## config.mk

```make
export PLATFORM = sky130hd
export DESIGN_NAME = pipe_hazard_ctrl_flat
export DESIGN_NICKNAME = d
export VERILOG_FILES = /design/src/rtl/pipe_hazard_ctrl_if.sv /design/src/rtl/pipe_hazard_ctrl.sv /design/src/flat_wrapper.sv
export SDC_FILE = /design/constraint.sdc
export NUM_CORES = 1
export LEC_CHECK = 0
export CAP_MARGIN = 15
export CORE_UTILIZATION = 46
export CTS_BUF_LIST = sky130_fd_sc_hd__clkbuf_4 sky130_fd_sc_hd__clkbuf_8 sky130_fd_sc_hd__clkbuf_16
export CTS_CLUSTER_DIAMETER = 80
export DETAILED_ROUTE_END_ITERATION = 10
export PLACE_DENSITY = 0.8
export SLEW_MARGIN = 30
export SYNTH_ARGS = -nofsm -noshare
export SYNTH_HDL_FRONTEND = slang
export SYNTH_SLANG_ARGS = --single-unit
```

## constraint.sdc

```tcl
create_clock -name clk -period 2.6 [get_ports clk]
set_clock_uncertainty 0.05 [all_clocks]
set_input_delay 0.39 -clock clk [delete_from_list [all_inputs] [get_ports clk]]
set_output_delay 0.39 -clock clk [all_outputs]
set_load 0.01 [all_outputs]
```

## src/rtl/pipe_hazard_ctrl_if.sv

```systemverilog
// Hazard-control bundle between the pipeline datapath and pipe_hazard_ctrl.
// slave = the controller, master = the pipeline driving hazard sources.
interface pipe_hazard_ctrl_if #(
  parameter int CNT_W = 16
);
  logic [4:0]       ARS1_ID;
  logic [4:0]       ARS2_ID;
  logic             USES_RS1_ID;
  logic             USES_RS2_ID;
  logic             MEMREAD_EX;
  logic [4:0]       ARD_EX;
  logic             BRANCH_TAKEN_EX;
  logic             DMEM_REQ;
  logic             DMEM_READY;
  logic             PC_WRITE;
  logic             IF_ID_WRITE;
  logic             ID_EX_WRITE;
  logic             EX_MEM_WRITE;
  logic             IF_ID_FLUSH;
  logic             ID_EX_FLUSH;
  logic             MEM_WB_FLUSH;
  logic [1:0]       STATE;
  logic [CNT_W-1:0] STALL_CNT;
  logic [CNT_W-1:0] FLUSH_CNT;

  modport master (
    output ARS1_ID, ARS2_ID, USES_RS1_ID, USES_RS2_ID, MEMREAD_EX, ARD_EX,
           BRANCH_TAKEN_EX, DMEM_REQ, DMEM_READY,
    input  PC_WRITE, IF_ID_WRITE, ID_EX_WRITE, EX_MEM_WRITE,
           IF_ID_FLUSH, ID_EX_FLUSH, MEM_WB_FLUSH, STATE, STALL_CNT, FLUSH_CNT
  );

  modport slave (
    input  ARS1_ID, ARS2_ID, USES_RS1_ID, USES_RS2_ID, MEMREAD_EX, ARD_EX,
           BRANCH_TAKEN_EX, DMEM_REQ, DMEM_READY,
    output PC_WRITE, IF_ID_WRITE, ID_EX_WRITE, EX_MEM_WRITE,
           IF_ID_FLUSH, ID_EX_FLUSH, MEM_WB_FLUSH, STATE, STALL_CNT, FLUSH_CNT
  );
endinterface

```

## src/rtl/pipe_hazard_ctrl.sv

```systemverilog
// Pipeline hazard sequencer: load-use stalls, branch flushes, dmem wait freeze.
// Controls are Mealy (0 cycles); stall/flush counters update on the clock edge.
module pipe_hazard_ctrl #(
  parameter int LU_STALL_CYCLES = 1,
  parameter int CNT_W           = 16
) (
  input  logic                clk,
  input  logic                rst,
  pipe_hazard_ctrl_if.slave   hz
);

  typedef enum logic [1:0] {
    RUN      = 2'b00,
    LU_STALL = 2'b01,
    MEM_WAIT = 2'b10
  } state_t;

  localparam logic [1:0] LU_REM = 2'(LU_STALL_CYCLES - 1);

  state_t           state_q, state_d, ret_q, ret_d, eff;
  logic [1:0]       rem_q, rem_d;
  logic [CNT_W-1:0] stall_cnt_q, flush_cnt_q;
  logic             lu, mw, flush_evt;
  logic             pc_write, if_id_write, id_ex_write, ex_mem_write;
  logic             if_id_flush, id_ex_flush, mem_wb_flush;

  assign lu = hz.MEMREAD_EX && (hz.ARD_EX != 5'd0) &&
              ((hz.USES_RS1_ID && (hz.ARS1_ID == hz.ARD_EX)) ||
               (hz.USES_RS2_ID && (hz.ARS2_ID == hz.ARD_EX)));
  // A dropped request while waiting counts as completion.
  assign mw = hz.DMEM_REQ && !hz.DMEM_READY;

  always_comb begin
    pc_write     = 1'b1;
    if_id_write  = 1'b1;
    id_ex_write  = 1'b1;
    ex_mem_write = 1'b1;
    if_id_flush  = 1'b0;
    id_ex_flush  = 1'b0;
    mem_wb_flush = 1'b0;
    flush_evt    = 1'b0;
    state_d      = RUN;
    ret_d        = RUN;
    rem_d        = rem_q;
    // In MEM_WAIT the saved state's rules apply once memory is ready.
    eff          = (state_q == MEM_WAIT) ? ret_q : state_q;

    if (mw) begin
      pc_write     = 1'b0;
      if_id_write  = 1'b0;
      id_ex_write  = 1'b0;
      ex_mem_write = 1'b0;
      mem_wb_flush = 1'b1;
      state_d      = MEM_WAIT;
      ret_d        = eff;
    end else if (hz.BRANCH_TAKEN_EX) begin
      if_id_flush = 1'b1;
      id_ex_flush = 1'b1;
      flush_evt   = 1'b1;
      rem_d       = 2'd0;
    end else if (eff == LU_STALL) begin
      pc_write    = 1'b0;
      if_id_write = 1'b0;
      id_ex_flush = 1'b1;
      if (rem_q <= 2'd1) begin
        rem_d = 2'd0;
      end else begin
        rem_d   = rem_q - 2'd1;
        state_d = LU_STALL;
      end
    end else if (lu) begin
      pc_write    = 1'b0;
      if_id_write = 1'b0;
      id_ex_flush = 1'b1;
      if (LU_STALL_CYCLES > 1) begin
        rem_d   = LU_REM;
        state_d = LU_STALL;
      end
    end
  end

  always_ff @(posedge clk or posedge rst) begin
    if (rst) begin
      state_q     <= RUN;
      ret_q       <= RUN;
      rem_q       <= 2'd0;
      stall_cnt_q <= '0;
      flush_cnt_q <= '0;
    end else begin
      state_q <= state_d;
      ret_q   <= ret_d;
      rem_q   <= rem_d;
      if (!pc_write && !(&stall_cnt_q))
        stall_cnt_q <= stall_cnt_q + CNT_W'(1);
      if (flush_evt && !(&flush_cnt_q))
        flush_cnt_q <= flush_cnt_q + CNT_W'(1);
    end
  end

  // Reset forces every control low immediately, without waiting for an edge.
  assign hz.PC_WRITE     = pc_write     && !rst;
  assign hz.IF_ID_WRITE  = if_id_write  && !rst;
  assign hz.ID_EX_WRITE  = id_ex_write  && !rst;
  assign hz.EX_MEM_WRITE = ex_mem_write && !rst;
  assign hz.IF_ID_FLUSH  = if_id_flush  && !rst;
  assign hz.ID_EX_FLUSH  = id_ex_flush  && !rst;
  assign hz.MEM_WB_FLUSH = mem_wb_flush && !rst;
  assign hz.STATE        = state_q;
  assign hz.STALL_CNT    = stall_cnt_q;
  assign hz.FLUSH_CNT    = flush_cnt_q;

endmodule
```

## src/flat_wrapper.sv

```systemverilog
// flat-port wrapper written by rule: the top's interface ports become plain ports
module pipe_hazard_ctrl_flat 
#(
  parameter int LU_STALL_CYCLES = 1,
  parameter int CNT_W           = 16
)
  (clk, rst, hz_ARS1_ID, hz_ARS2_ID, hz_USES_RS1_ID, hz_USES_RS2_ID, hz_MEMREAD_EX, hz_ARD_EX, hz_BRANCH_TAKEN_EX, hz_DMEM_REQ, hz_DMEM_READY, hz_PC_WRITE, hz_IF_ID_WRITE, hz_ID_EX_WRITE, hz_EX_MEM_WRITE, hz_IF_ID_FLUSH, hz_ID_EX_FLUSH, hz_MEM_WB_FLUSH, hz_STATE, hz_STALL_CNT, hz_FLUSH_CNT);
  pipe_hazard_ctrl_if #(.CNT_W(CNT_W)) hz_i ();
  input  logic clk;
  input  logic rst;
  input wire logic [$bits(hz_i.ARS1_ID)-1:0] hz_ARS1_ID;
  input wire logic [$bits(hz_i.ARS2_ID)-1:0] hz_ARS2_ID;
  input wire logic [$bits(hz_i.USES_RS1_ID)-1:0] hz_USES_RS1_ID;
  input wire logic [$bits(hz_i.USES_RS2_ID)-1:0] hz_USES_RS2_ID;
  input wire logic [$bits(hz_i.MEMREAD_EX)-1:0] hz_MEMREAD_EX;
  input wire logic [$bits(hz_i.ARD_EX)-1:0] hz_ARD_EX;
  input wire logic [$bits(hz_i.BRANCH_TAKEN_EX)-1:0] hz_BRANCH_TAKEN_EX;
  input wire logic [$bits(hz_i.DMEM_REQ)-1:0] hz_DMEM_REQ;
  input wire logic [$bits(hz_i.DMEM_READY)-1:0] hz_DMEM_READY;
  output wire logic [$bits(hz_i.PC_WRITE)-1:0] hz_PC_WRITE;
  output wire logic [$bits(hz_i.IF_ID_WRITE)-1:0] hz_IF_ID_WRITE;
  output wire logic [$bits(hz_i.ID_EX_WRITE)-1:0] hz_ID_EX_WRITE;
  output wire logic [$bits(hz_i.EX_MEM_WRITE)-1:0] hz_EX_MEM_WRITE;
  output wire logic [$bits(hz_i.IF_ID_FLUSH)-1:0] hz_IF_ID_FLUSH;
  output wire logic [$bits(hz_i.ID_EX_FLUSH)-1:0] hz_ID_EX_FLUSH;
  output wire logic [$bits(hz_i.MEM_WB_FLUSH)-1:0] hz_MEM_WB_FLUSH;
  output wire logic [$bits(hz_i.STATE)-1:0] hz_STATE;
  output wire logic [$bits(hz_i.STALL_CNT)-1:0] hz_STALL_CNT;
  output wire logic [$bits(hz_i.FLUSH_CNT)-1:0] hz_FLUSH_CNT;
  assign hz_i.ARS1_ID = hz_ARS1_ID;
  assign hz_i.ARS2_ID = hz_ARS2_ID;
  assign hz_i.USES_RS1_ID = hz_USES_RS1_ID;
  assign hz_i.USES_RS2_ID = hz_USES_RS2_ID;
  assign hz_i.MEMREAD_EX = hz_MEMREAD_EX;
  assign hz_i.ARD_EX = hz_ARD_EX;
  assign hz_i.BRANCH_TAKEN_EX = hz_BRANCH_TAKEN_EX;
  assign hz_i.DMEM_REQ = hz_DMEM_REQ;
  assign hz_i.DMEM_READY = hz_DMEM_READY;
  assign hz_PC_WRITE = hz_i.PC_WRITE;
  assign hz_IF_ID_WRITE = hz_i.IF_ID_WRITE;
  assign hz_ID_EX_WRITE = hz_i.ID_EX_WRITE;
  assign hz_EX_MEM_WRITE = hz_i.EX_MEM_WRITE;
  assign hz_IF_ID_FLUSH = hz_i.IF_ID_FLUSH;
  assign hz_ID_EX_FLUSH = hz_i.ID_EX_FLUSH;
  assign hz_MEM_WB_FLUSH = hz_i.MEM_WB_FLUSH;
  assign hz_STATE = hz_i.STATE;
  assign hz_STALL_CNT = hz_i.STALL_CNT;
  assign hz_FLUSH_CNT = hz_i.FLUSH_CNT;
  pipe_hazard_ctrl #(.LU_STALL_CYCLES(LU_STALL_CYCLES), .CNT_W(CNT_W)) u_core (.clk(clk), .rst(rst), .hz(hz_i));
endmodule
```

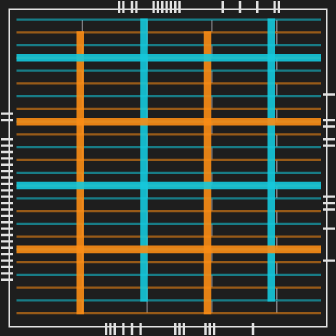
Fig. 1. PDN straps and rails.
Pins as bars on the die edge. Tap cells in grey.
- VDD: cyan
- VSS: orange
- met5 straps: 4
- met4 straps: 4
- signal pins: 64
Die Wd: 67.3 microns
Core Region: 0.00406 sq mm
Worst VDD drop: 0.000356 V
Die Ht: 67.3 microns

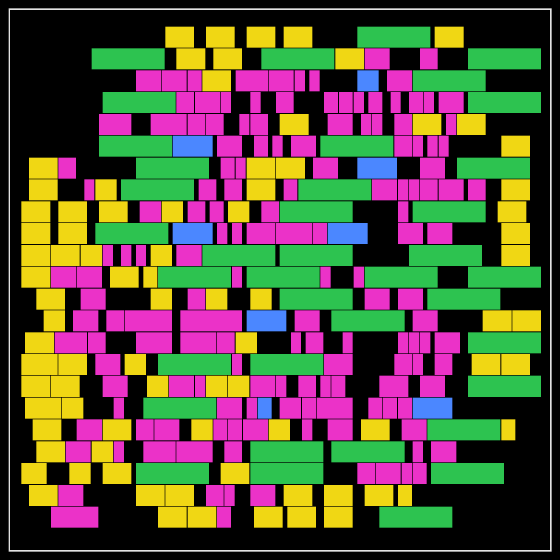
Fig. 2. Placed cells, one colour a class.
- remaining logic cells: magenta (cells 151)
- registers: green (cells 38)
- clock drivers and dummy loads: blue (cells 8)
- remaining buffers and delay cells: yellow (cells 82)
Core Util, Final: 0.712
Site Rows: 23
final instance area: 0.00289 sq mm
sequential share of cell area: 0.329

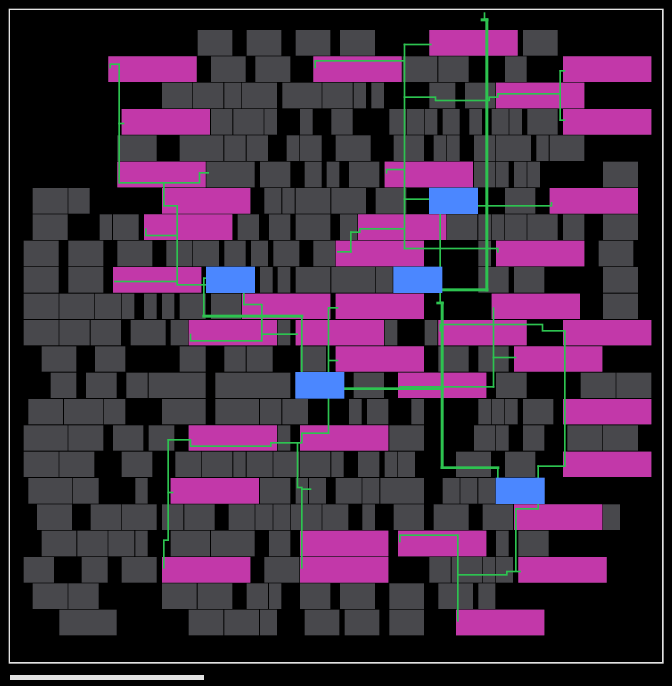
Fig. 3. Clock wires, drivers and flops.
Bar = 20 microns.
- clock wires: green (length 429 microns)
- flip-flops: magenta (count 38)
- clock-net drivers: blue (count 5)
- routed clock nets: 6
- flops lie: widely spread
clock network power share: 0.228
Clk. pwr: 0.422 mW
worst skew pair latency: 0.28 ns

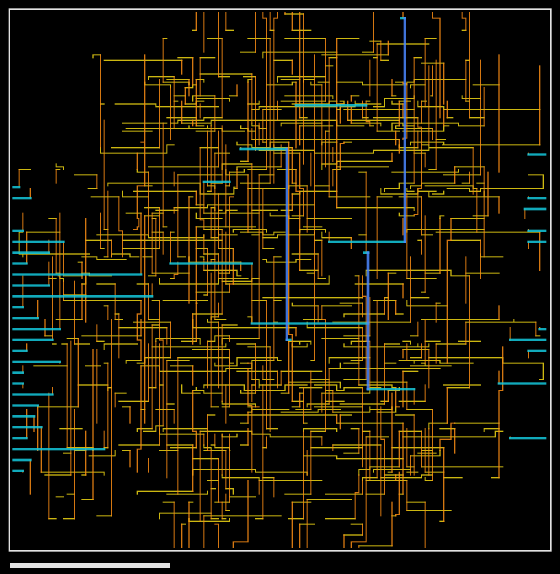
Fig. 4. Metal layers overlaid.
Bar = 20 microns.
- M3: cyan (wire length 194 microns)
- M1: yellow (wire length 1940 microns)
- M2: orange (wire length 2230 microns)
- M4: blue (wire length 68.7 microns)
Detailed Route WL: 4440 microns
DR vias: 1688
Global Route Usage Sum: 0.216
Routed WL per cell: 13.5 microns

==> job_summary.md <==
### Flow metrics

| Metric | Value |
|---|---|
| Root buf cell | `clkbuf_8` |
| Post-CTS sizing | `18` |
| R2r worst-path depth | `7` |
| Pin count of the biggest net entering global routing | `32` |
| Max layer used | `met4` |
| Max stage delay on crit path | `0.43 ns` |
| CP Class | `in -> out` |
| Cell type with the largest total area | `dfrtp_1` |
| Overflow after GRT | `0` |
| MaxCap Viol Count | `0` |
| Sequential power share | `0.456` |
| Slew HR | `0.707` |
| Commonest cells in the netlist | `dfrtp_1 (38), nor2_1 (25), xnor2_1 (22)` |
| Final min period | `2.47 ns` |
| WHS | `0.298 ns` |
| Clock Buffer Count | `7` |
| Met3 wire length | `194 microns` |
| N_diodes | `0` |
| NetSw | `0.569 mW` |
| CTS tree | `built` |
| Status | `complete, no violations` |
| Unrepaired setup endpoints after global routing | `false` |
| GP Congestion | `0.765` |
| Top class by area | `logic gates` |
| CP Launch Type | `input port` |
| Share of cells above drive strength 1 | `0.161` |
| Worst r2r dst | `u_core.hz.FLUSH_CNT[11]` |
| Met1 Usage GRT | `0.255` |
Power and IR drop assume default switching activity.
